<file path="src/rtl/mirfak_defines_pkg.sv">
// Shared Mirfak core definitions: exception causes, bus arbiter states and timeout defaults.
package mirfak_defines_pkg;

  localparam logic [3:0] ExcInstrAccessFault = 4'd1;
  localparam logic [3:0] ExcLoadAccessFault  = 4'd5;
  localparam logic [3:0] ExcStoreAccessFault = 4'd7;

  localparam int unsigned BusTimeoutDefault = 1023;

  localparam logic [2:0] ArbIdleOh = 3'b001;
  localparam logic [2:0] ArbGntIOh = 3'b010;
  localparam logic [2:0] ArbGntDOh = 3'b100;

  typedef enum logic [2:0] {
    ArbIdle = ArbIdleOh,
    ArbGntI = ArbGntIOh,
    ArbGntD = ArbGntDOh
  } arb_state_e;

  // A zero timeout still needs a 1-bit counter to stay legal.
  function automatic int unsigned bus_timer_width(input int unsigned timeout);
    return (timeout == 0) ? 1 : $clog2(timeout + 1);
  endfunction

endpackage

</file>
<file path="src/rtl/mirfak_bus_timeout.sv">
// Watchdog counting unterminated strobe cycles; pulses expire on the TIMEOUT-th one.
module mirfak_bus_timeout
  import mirfak_defines_pkg::*;
#(
  parameter int unsigned TIMEOUT = BusTimeoutDefault
) (
  input  logic clk_i,
  input  logic rst_i,
  input  logic enable_i,
  input  logic clear_i,
  output logic expire_o
);

  localparam int unsigned W = bus_timer_width(TIMEOUT);
  localparam logic [W-1:0] LastCount = W'(TIMEOUT - 1);

  logic [W-1:0] r_count;

  // Expire fires in the cycle that would bring the count to TIMEOUT.
  assign expire_o = (TIMEOUT != 0) && enable_i && (r_count == LastCount);

  always_ff @(posedge clk_i or posedge rst_i) begin
    if (rst_i) begin
      r_count <= '0;
    end else if (clear_i || expire_o) begin
      r_count <= '0;
    end else if (enable_i) begin
      r_count <= r_count + W'(1);
    end
  end

endmodule

</file>
<file path="src/rtl/mirfak_bus_arbiter.sv">
// Two-master Wishbone arbiter: instruction and data ports share one slave bus,
// whole-cycle grants, round-robin under contention, bus-error on hung transfers.
module mirfak_bus_arbiter
  import mirfak_defines_pkg::*;
#(
  parameter int unsigned TIMEOUT = BusTimeoutDefault
) (
  input  logic        clk_i,
  input  logic        rst_i,
  input  logic [31:0] iwbs_addr_i,
  input  logic        iwbs_cyc_i,
  input  logic        iwbs_stb_i,
  output logic [31:0] iwbs_dat_o,
  output logic        iwbs_ack_o,
  output logic        iwbs_err_o,
  input  logic [31:0] dwbs_addr_i,
  input  logic [31:0] dwbs_dat_i,
  input  logic [3:0]  dwbs_sel_i,
  input  logic        dwbs_we_i,
  input  logic        dwbs_cyc_i,
  input  logic        dwbs_stb_i,
  output logic [31:0] dwbs_dat_o,
  output logic        dwbs_ack_o,
  output logic        dwbs_err_o,
  output logic [31:0] wbm_addr_o,
  output logic [31:0] wbm_dat_o,
  output logic [3:0]  wbm_sel_o,
  output logic        wbm_we_o,
  output logic        wbm_cyc_o,
  output logic        wbm_stb_o,
  input  logic [31:0] wbm_dat_i,
  input  logic        wbm_ack_i,
  input  logic        wbm_err_i
);

  arb_state_e r_state;
  logic       r_last_d;
  logic       w_gnt_stb;
  logic       w_term;
  logic       w_expire;

  assign w_term    = wbm_ack_i | wbm_err_i;
  assign w_gnt_stb = ((r_state == ArbGntI) & iwbs_stb_i) | ((r_state == ArbGntD) & dwbs_stb_i);

  mirfak_bus_timeout #(
    .TIMEOUT (TIMEOUT)
  ) u_timeout (
    .clk_i    (clk_i),
    .rst_i    (rst_i),
    .enable_i (w_gnt_stb & ~w_term),
    .clear_i  (~w_gnt_stb | w_term),
    .expire_o (w_expire)
  );

  always_ff @(posedge clk_i or posedge rst_i) begin
    if (rst_i) begin
      r_state  <= ArbIdle;
      r_last_d <= 1'b0;
    end else begin
      unique case (r_state)
        ArbIdle: begin
          // Data wins unless it was the last master served and instruction is waiting.
          if (dwbs_cyc_i && (!iwbs_cyc_i || !r_last_d)) begin
            r_state  <= ArbGntD;
            r_last_d <= 1'b1;
          end else if (iwbs_cyc_i) begin
            r_state  <= ArbGntI;
            r_last_d <= 1'b0;
          end
        end
        ArbGntI: if (!iwbs_cyc_i) r_state <= ArbIdle;
        ArbGntD: if (!dwbs_cyc_i) r_state <= ArbIdle;
        default: r_state <= ArbIdle;
      endcase
    end
  end

  // Read data is shared; held at zero only while reset is asserted.
  assign iwbs_dat_o = rst_i ? 32'h0 : wbm_dat_i;
  assign dwbs_dat_o = rst_i ? 32'h0 : wbm_dat_i;

  always_comb begin
    wbm_addr_o = 32'h0;
    wbm_dat_o  = 32'h0;
    wbm_sel_o  = 4'h0;
    wbm_we_o   = 1'b0;
    wbm_cyc_o  = 1'b0;
    wbm_stb_o  = 1'b0;
    iwbs_ack_o = 1'b0;
    iwbs_err_o = 1'b0;
    dwbs_ack_o = 1'b0;
    dwbs_err_o = 1'b0;
    unique case (r_state)
      ArbGntI: begin
        wbm_addr_o = iwbs_addr_i;
        wbm_sel_o  = 4'hF;
        wbm_cyc_o  = iwbs_cyc_i & ~w_expire;
        wbm_stb_o  = iwbs_stb_i & ~w_expire;
        iwbs_ack_o = wbm_ack_i;
        iwbs_err_o = wbm_err_i | w_expire;
      end
      ArbGntD: begin
        wbm_addr_o = dwbs_addr_i;
        wbm_dat_o  = dwbs_dat_i;
        wbm_sel_o  = dwbs_sel_i;
        wbm_we_o   = dwbs_we_i;
        wbm_cyc_o  = dwbs_cyc_i & ~w_expire;
        wbm_stb_o  = dwbs_stb_i & ~w_expire;
        dwbs_ack_o = wbm_ack_i;
        dwbs_err_o = wbm_err_i | w_expire;
      end
      default: ;
    endcase
  end

endmodule
</file>
<file path="config.mk">
export PLATFORM = sky130hd
export DESIGN_NAME = mirfak_bus_arbiter
export DESIGN_NICKNAME = d
export VERILOG_FILES = /design/src/rtl/mirfak_defines_pkg.sv /design/src/rtl/mirfak_bus_timeout.sv /design/src/rtl/mirfak_bus_arbiter.sv
export SDC_FILE = /design/constraint.sdc
export NUM_CORES = 1
export LEC_CHECK = 0
export ABC_AREA = 1
export CAP_MARGIN = 20
export CORE_AREA = 2 2 108 110
export CTS_CLUSTER_SIZE = 14
export DETAILED_ROUTE_END_ITERATION = 8
export DIE_AREA = 0 0 110 112
export PLACE_DENSITY_LB_ADDON = 0.05
export SETUP_SLACK_MARGIN = 0.3
export SLEW_MARGIN = 20
export SYNTH_ARGS = -nofsm -noshare
export SYNTH_HDL_FRONTEND = slang
export SYNTH_SLANG_ARGS = --single-unit
</file>
<file path="constraint.sdc">
create_clock -name clk_i -period 1.77 [get_ports clk_i]
set_input_delay 0.354 -clock clk_i [delete_from_list [all_inputs] [get_ports clk_i]]
set_output_delay 0.354 -clock clk_i [all_outputs]
set_load 0.05 [all_outputs]
</file>
**Run 1: cell classes on the final placement**

Bar = 20 µm. Fill, decap, tap and diode cells in grey.
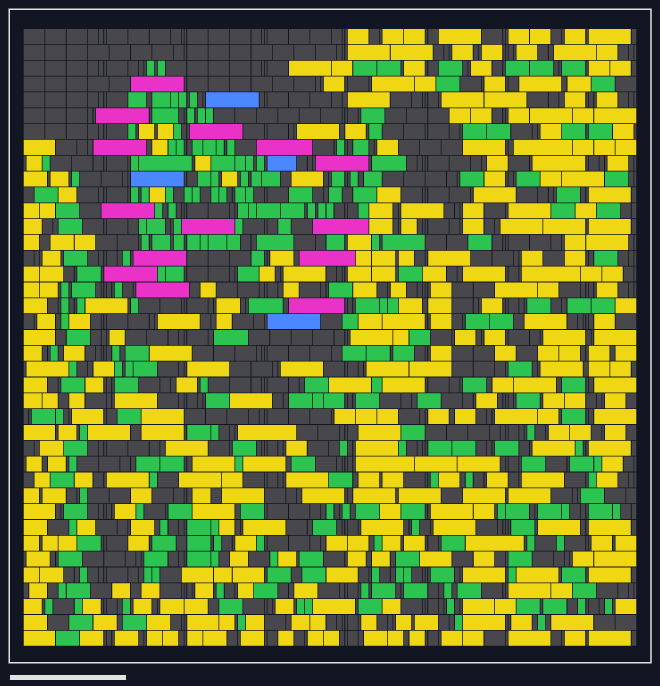
legend:
  all other logic:
    colour: green
    cells: 265
  other buffers and delay cells:
    colour: yellow
    cells: 329
  clock drivers and dummy loads:
    colour: blue
    cells: 4
  flip-flops:
    colour: magenta
    cells: 14

**Run 1: routed clock nets over the placement**

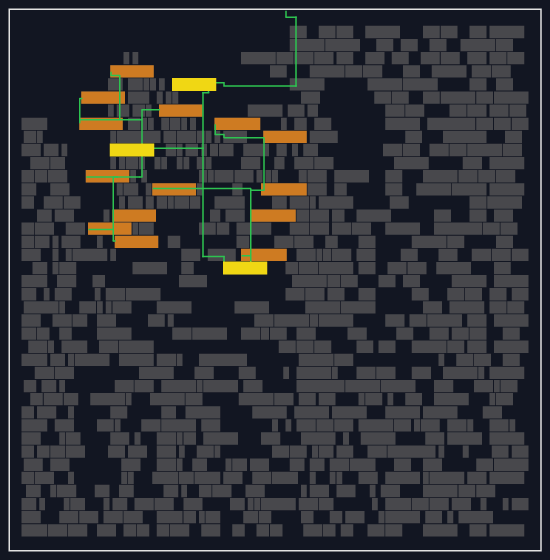
legend:
  flip-flops:
    colour: orange
    count: 14
  clock wires:
    colour: green
    length: 252 µm
  cells driving clock nets:
    colour: yellow
    count: 3
routed clock nets: 4

**Run 1: cell outlines without signal wires**

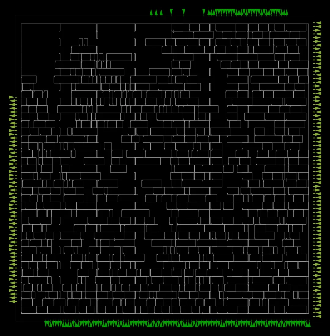
sequential cell area share: 0.0514
non-filler cells, final: 755
Layout fillers: 926
post-layout util: 0.619
tapcell count: 143

**Run 1: signal wires on met2**

Bar = 20 µm.
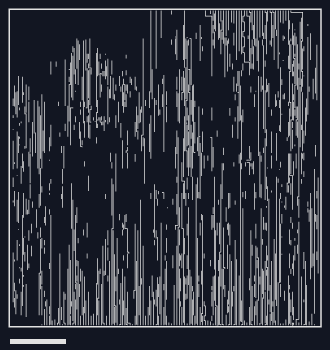
wire length on this layer: 6630 µm
longest straight run: 59.7 µm
nets with wire on the layer: 668

==> results.json, run 1 <==
{
  "cellLeakagePower_nw": 3.15,
  "synthesis.nets": 473,
  "p_comb_frac": 0.867,
  "regArea_um2": 355,
  "worstRegToRegCells": 11,
  "grt_pass1_wl_mm": 17.9,
  "inverters": 80,
  "critPathLaunch": "r_state[0]$_DFFE_PP1P_",
  "synth_area_um2": 2030,
  "pwr-share-clk": 0.069,
  "firstDrtPassIters": 4,
  "cts_tree": "done",
  "tns_ns": -13.45,
  "max_slew_margin": 0.639,
  "r2r_setup_slack_ns": 0.04,
  "rows": 39,
  "clock_path_buffers": 2,
  "tightest_slew_ns": 0.540,
  "synth_flops": 14,
  "critical_path.cell_chain": "inv_2 > nand2_4 > nor2_4 > buf_12 > buf_16 > a32o_2 > buf_12",
  "regMostFlops": "u_timeout.r_count",
  "simple_gate_share": 0.287,
  "cts_root_buf": "clkbuf_16",
  "buffer_area_frac": 0.614,
  "avgSynthCellArea_um2": 6.15,
  "ys_top_logic_family": "buffers and inverters",
  "comb-cell-share": 0.251,
  "p_per_area_nw_per_um2": 1000,
  "grt_max_degree": 26,
  "compound_area_frac": 0.180,
  "viasPerCell": 4.28,
  "final.min_clock_period_ns": 2.02,
  "layout_top_cell": "clkdlybuf4s50_1",
  "h-tree-depth": 1,
  "crit_slowest_cell": "dfstp_2",
  "syn_inst": 330,
  "worst-path-buf-inv": 4,
  "area_dominant_class": "buffers",
  "dp.final_hpwl_mm": 9.89,
  "finalMaxSlewViolations": 0,
  "yosys.area.top_type": "nor2_1",
  "synth_top_flop_cell": "dfrtp_1",
  "crit_path_max_fanout": 8,
  "max_stage_delay_ns": 0.57,
  "grt_pass1_vias": 3209,
  "setup_violations": 75,
  "layout_top_registers": "u_timeout.r_count (10), r_state (3), r_last_d (1)",
  "async_flop_share": 1.00,
  "antenna_found_initial": 1,
  "hp-class": "in -> async",
  "crit_path_start_kind": "register",
  "area_growth_pct": 241,
  "routed_wl_mm": 12.5,
  "diodes": 0,
  "path_common_cell": "buf_12",
  "violations": "negative setup slack",
  "synth.distinct_cells": 25,
  "fp-utilization": 0.182,
  "core_area_um2": 11200,
  "synth-edff-count": 0,
  "switching_share": 0.478,
  "nNonClkBuffers": 329,
  "grt.total_usage": 0.189,
  "synth-adder-area-share": 0.0123,
  "ys_cells": 330,
  "status": "finished with violations",
  "clock_area_frac": 0.0128,
  "worst_slack_ns": -0.249,
  "grt.met1_usage": 0.201,
  "period_used_share": 1.14,
  "drc": 0,
  "cpLargestDelayFamily": "flip-flops",
  "dpl_worst_slack_ns": -0.154,
  "r2r-start": "r_state[0]$_DFFE_PP1P_",
  "ios": 280,
  "r2r_end": "r_last_d$_DFFE_PP0P_",
  "yosys.area.top_type_share": 0.163,
  "flops": 14,
  "cts_setup_buffers": 18,
  "synth_dominant_cell_count": "nor2_1",
  "ant_nets": 0
}
--- run 2 (diff from run 1) ---
ABC_AREA = not set   (was 1)
CORE_AREA = 2 2 109 111   (was 2 2 108 110)
DIE_AREA = 0 0 111 113   (was 0 0 110 112)
MAX_ROUTING_LAYER = met4   (was not set)
**Run 2: cell classes on the final placement**

Bar = 20 µm. Fill, decap, tap and diode cells in grey.
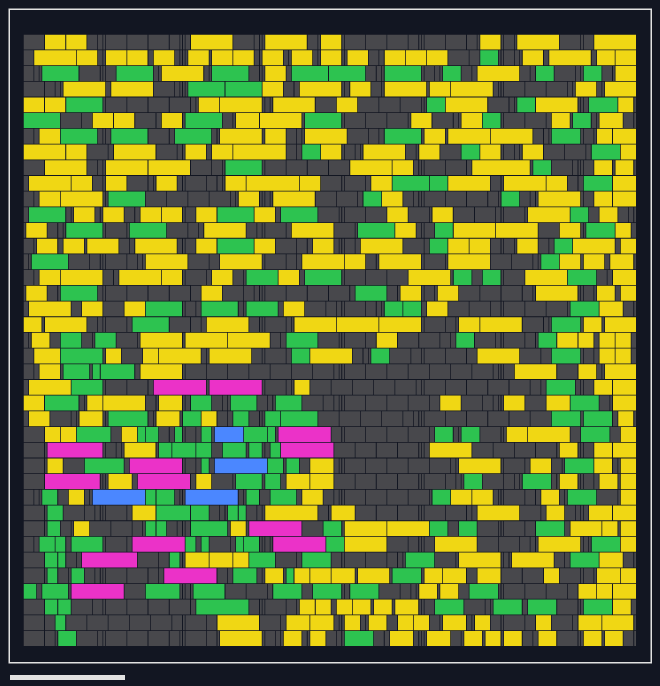
legend:
  clock drivers and dummy loads:
    colour: blue
    cells: 4
  other buffers and delay cells:
    colour: yellow
    cells: 320
  all other logic:
    colour: green
    cells: 176
  flip-flops:
    colour: magenta
    cells: 14

**Run 2: power grid**

Pins as bars on the die edge. Tap cells in grey.
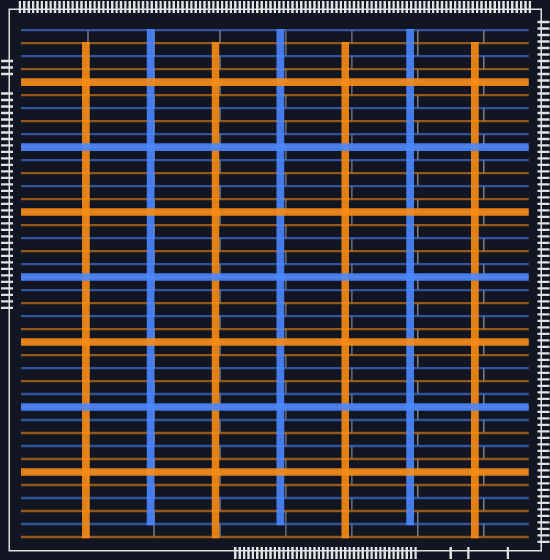
legend:
  VSS:
    colour: orange
  VDD:
    colour: blue
signal pins: 280
tap cells: 143
met5 straps: 7
met4 straps: 7

==> run 2 against run 1 <==
The flow still finishes with violations (negative setup slack). Cell count decreased by 13%. Setup slack improved by 0.029 ns. Die size increased by 1.8%. Final area decreased by 3.1%. Critical endpoint is now wbm_dat_o[8]. Clock power decreased by 1%.
==> results.json, run 2 <==
{
  "synth.distinct_cells": 40,
  "sh_seq_area": 0.0528,
  "regArea_um2": 354,
  "synthesis.nets": 382,
  "cpLargestDelayFamily": "buffers and inverters",
  "r2r_end": "u_timeout.r_count[8]$_DFFE_PP0P_",
  "switching_share": 0.449,
  "grt.total_usage": 0.197,
  "fin_cells": 659,
  "grt.met1_usage": 0.193,
  "routed_wl_mm": 13.0,
  "violations": "negative setup slack",
  "area_growth_pct": 255,
  "syn_inst": 239,
  "cts_setup_buffers": 2,
  "synth_dominant_cell_count": "nor2b_1",
  "regMostFlops": "u_timeout.r_count",
  "cellLeakagePower_nw": 2.96,
  "flops": 14,
  "path_common_cell": "buf_12",
  "r2r-start": "u_timeout.r_count[6]$_DFFE_PP0P_",
  "nNonClkBuffers": 320,
  "clock_path_buffers": 2,
  "max_stage_delay_ns": 0.44,
  "avgSynthCellArea_um2": 7.89,
  "inverters": 3,
  "compound_area_frac": 0.247,
  "critical_path.cell_chain": "nor3b_4 > buf_12 > buf_12 > and2_4 > buf_12",
  "synth_flops": 14,
  "layout_top_cell": "clkdlybuf4s50_1",
  "synth_top_flop_cell": "dfrtp_1",
  "rows": 39,
  "area_dominant_class": "buffers",
  "synth-adder-area-share": 0.0133,
  "diodes": 2,
  "viasPerCell": 4.37,
  "grt_pass1_vias": 2902,
  "worst_slack_ns": -0.220,
  "firstDrtPassIters": 4,
  "cts_root_buf": "clkbuf_16",
  "drc": 0,
  "ys_cells": 239,
  "status": "finished with violations",
  "p_per_area_nw_per_um2": 842,
  "fillers": 926,
  "ys_top_logic_family": "simple AND/OR/NAND/NOR gates",
  "worstRegToRegCells": 5,
  "layout_top_registers": "u_timeout.r_count (10), r_state (3), r_last_d (1)",
  "dpl_worst_slack_ns": -0.290,
  "antenna_found_initial": 2,
  "period_used_share": 1.12,
  "setup_violations": 75,
  "critPathLaunch": "r_state[1]$_DFFE_PP0P_",
  "hp-class": "in -> async",
  "crit_path_start_kind": "register",
  "worst-path-buf-inv": 3
}
--- run 3 (diff from run 2) ---
MAX_ROUTING_LAYER = not set   (was met4)
**Run 3: cell classes on the final placement**

Bar = 20 µm. Fill, decap, tap and diode cells in grey.
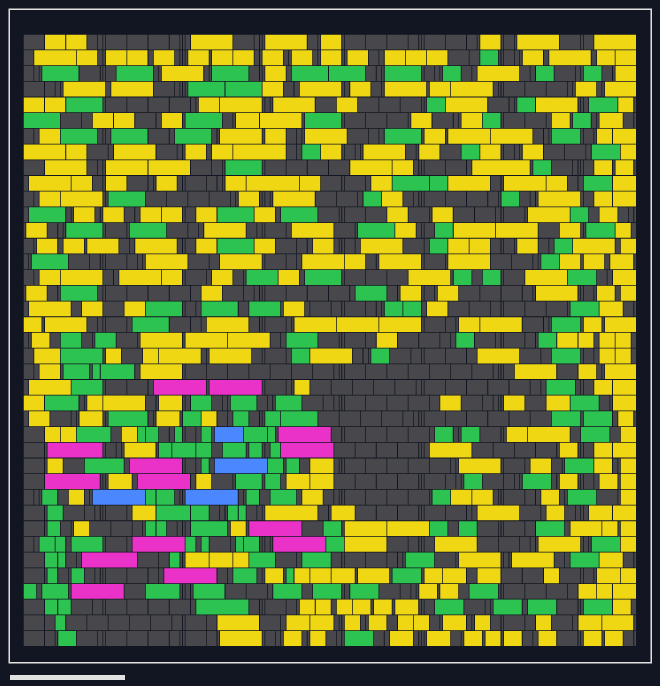
legend:
  flip-flops:
    colour: magenta
    cells: 14
  other buffers and delay cells:
    colour: yellow
    cells: 320
  all other logic:
    colour: green
    cells: 176
  clock drivers and dummy loads:
    colour: blue
    cells: 4
post-route design area: 6700 µm²
core area: 11300 µm²
sequential cell area share: 0.0528

**Run 3: routed clock nets over the placement**

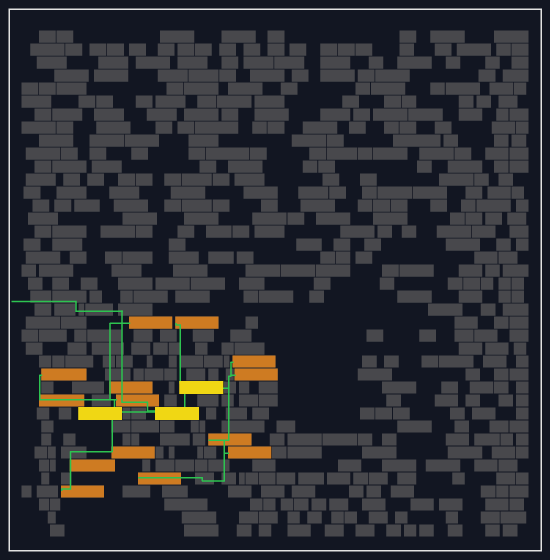
legend:
  clock wires:
    colour: green
    length: 227 µm
  cells driving clock nets:
    colour: yellow
    count: 3
  flip-flops:
    colour: orange
    count: 14
routed clock nets: 4
Clock Power Share: 0.084
clk ins delay skew pair: 0.24 ns
Worst Clk Skew: 0.00152 ns

==> run 3 against run 2 <==
The run still ends with negative setup slack left. Routed wire length is 0.28% lower. Fmax hardly changed. Clock skew up 0.00087 ns. Via count decreased by 0.63%. Global-route usage decreased by 0.58 points. Register-to-register slack about the same. Sequential share of layout area unchanged. Synthesized cell count unchanged. Flip-flop count did not move. First-iteration DRC count down 5.8%. Critical path depth did not move. Synthesized area stayed put. Largest cell class unchanged.
==> results.json, run 3 <==
{
  "layout_top_cell": "clkdlybuf4s50_1",
  "max_stage_delay_ns": 0.44,
  "inverters": 3,
  "grt_pass1_vias": 2899,
  "cts.sink_count": 14,
  "top_cells_by_count": "nor2b_1, and2_1, a22o_1, buf_4, dfrtp_1",
  "firstDrtPassIters": 4,
  "regArea_um2": 354,
  "area_dominant_class": "buffers",
  "synth_dominant_cell_count": "nor2b_1",
  "fillers": 925,
  "setup_violations": 75,
  "comb_cell_power_w": 0.00471,
  "grt.met1_usage": 0.192,
  "flops": 14,
  "grt.total_usage": 0.191,
  "viasPerCell": 4.34,
  "avgSynthCellArea_um2": 7.89,
  "synth_top_flop_cell": "dfrtp_1",
  "syn_inst": 239,
  "critPathLaunch": "r_state[1]$_DFFE_PP0P_",
  "rows": 39,
  "synthesis.nets": 382,
  "pg_clk_w": 0.000473,
  "crit_path_max_fanout": 15,
  "synth-adder-area-share": 0.0133,
  "p_comb_frac": 0.837,
  "comb-cell-share": 0.302,
  "routedWlPerCell_um": 19.7,
  "ys_cells": 239,
  "path_class": "reg -> out",
  "synth_flops": 14,
  "grt_pass1_wl_mm": 18.3,
  "final.min_clock_period_ns": 1.99,
  "async_flop_share": 1.00,
  "worstRegToRegCells": 5,
  "area_growth_pct": 255,
  "dpl_worst_slack_ns": -0.290,
  "cts_tree": "done",
  "drc": 0,
  "topCellsByArea": "dfrtp_1, a22o_1, buf_4",
  "hp-class": "in -> async",
  "nNonClkBuffers": 320,
  "cpLargestDelayFamily": "buffers and inverters",
  "regMostFlops": "u_timeout.r_count",
  "globalplace.congestion": 0.803,
  "r2r-start": "u_timeout.r_count[6]$_DFFE_PP0P_",
  "place_inst": 641,
  "finish.net_count": 658,
  "ctsResizeCount": 90,
  "switching_share": 0.449,
  "p_per_area_nw_per_um2": 841,
  "diodes": 2,
  "r2r_end": "u_timeout.r_count[8]$_DFFE_PP0P_",
  "peakVddDrop_mv": 0.608,
  "crit_path_start_kind": "register",
  "ys_top_logic_family": "simple AND/OR/NAND/NOR gates",
  "worst_slack_ns": -0.219,
  "status": "finished with violations",
  "period_used_share": 1.12,
  "seq_power_share": 0.080,
  "postCtsHoldBufs": 0,
  "rsz0062_at_grt": "true",
  "compound_area_frac": 0.247,
  "routed_wl_mm": 13.0,
  "critical_path.cell_chain": "nor3b_4 > buf_12 > buf_12 > and2_4 > buf_12",
  "busiest_layer": "met2",
  "clkbuf_count": 4,
  "cts_setup_buffers": 2,
  "clock_path_buffers": 2,
  "synth-edff-count": 0,
  "clk_pin_slew_worst_paths_ns": 0.05,
  "p_switching_w": 0.00253,
  "cts_buffers": 3,
  "fin_cells": 659,
  "violations": "negative setup slack",
  "layout_top_registers": "u_timeout.r_count (10), r_state (3), r_last_d (1)",
  "worstSetupPathDepth": 5,
  "top_power_group": "combinational cells",
  "worst-path-buf-inv": 3,
  "synth.distinct_cells": 40,
  "cellLeakagePower_nw": 2.96,
  "antenna_found_initial": 2,
  "cts_root_buf": "clkbuf_16",
  "wl_met3_mm": 1.05,
  "path_common_cell": "buf_12",
  "fin_util": 0.595
}
Power figures rest on the tool's default switching activity, not on a simulated workload.
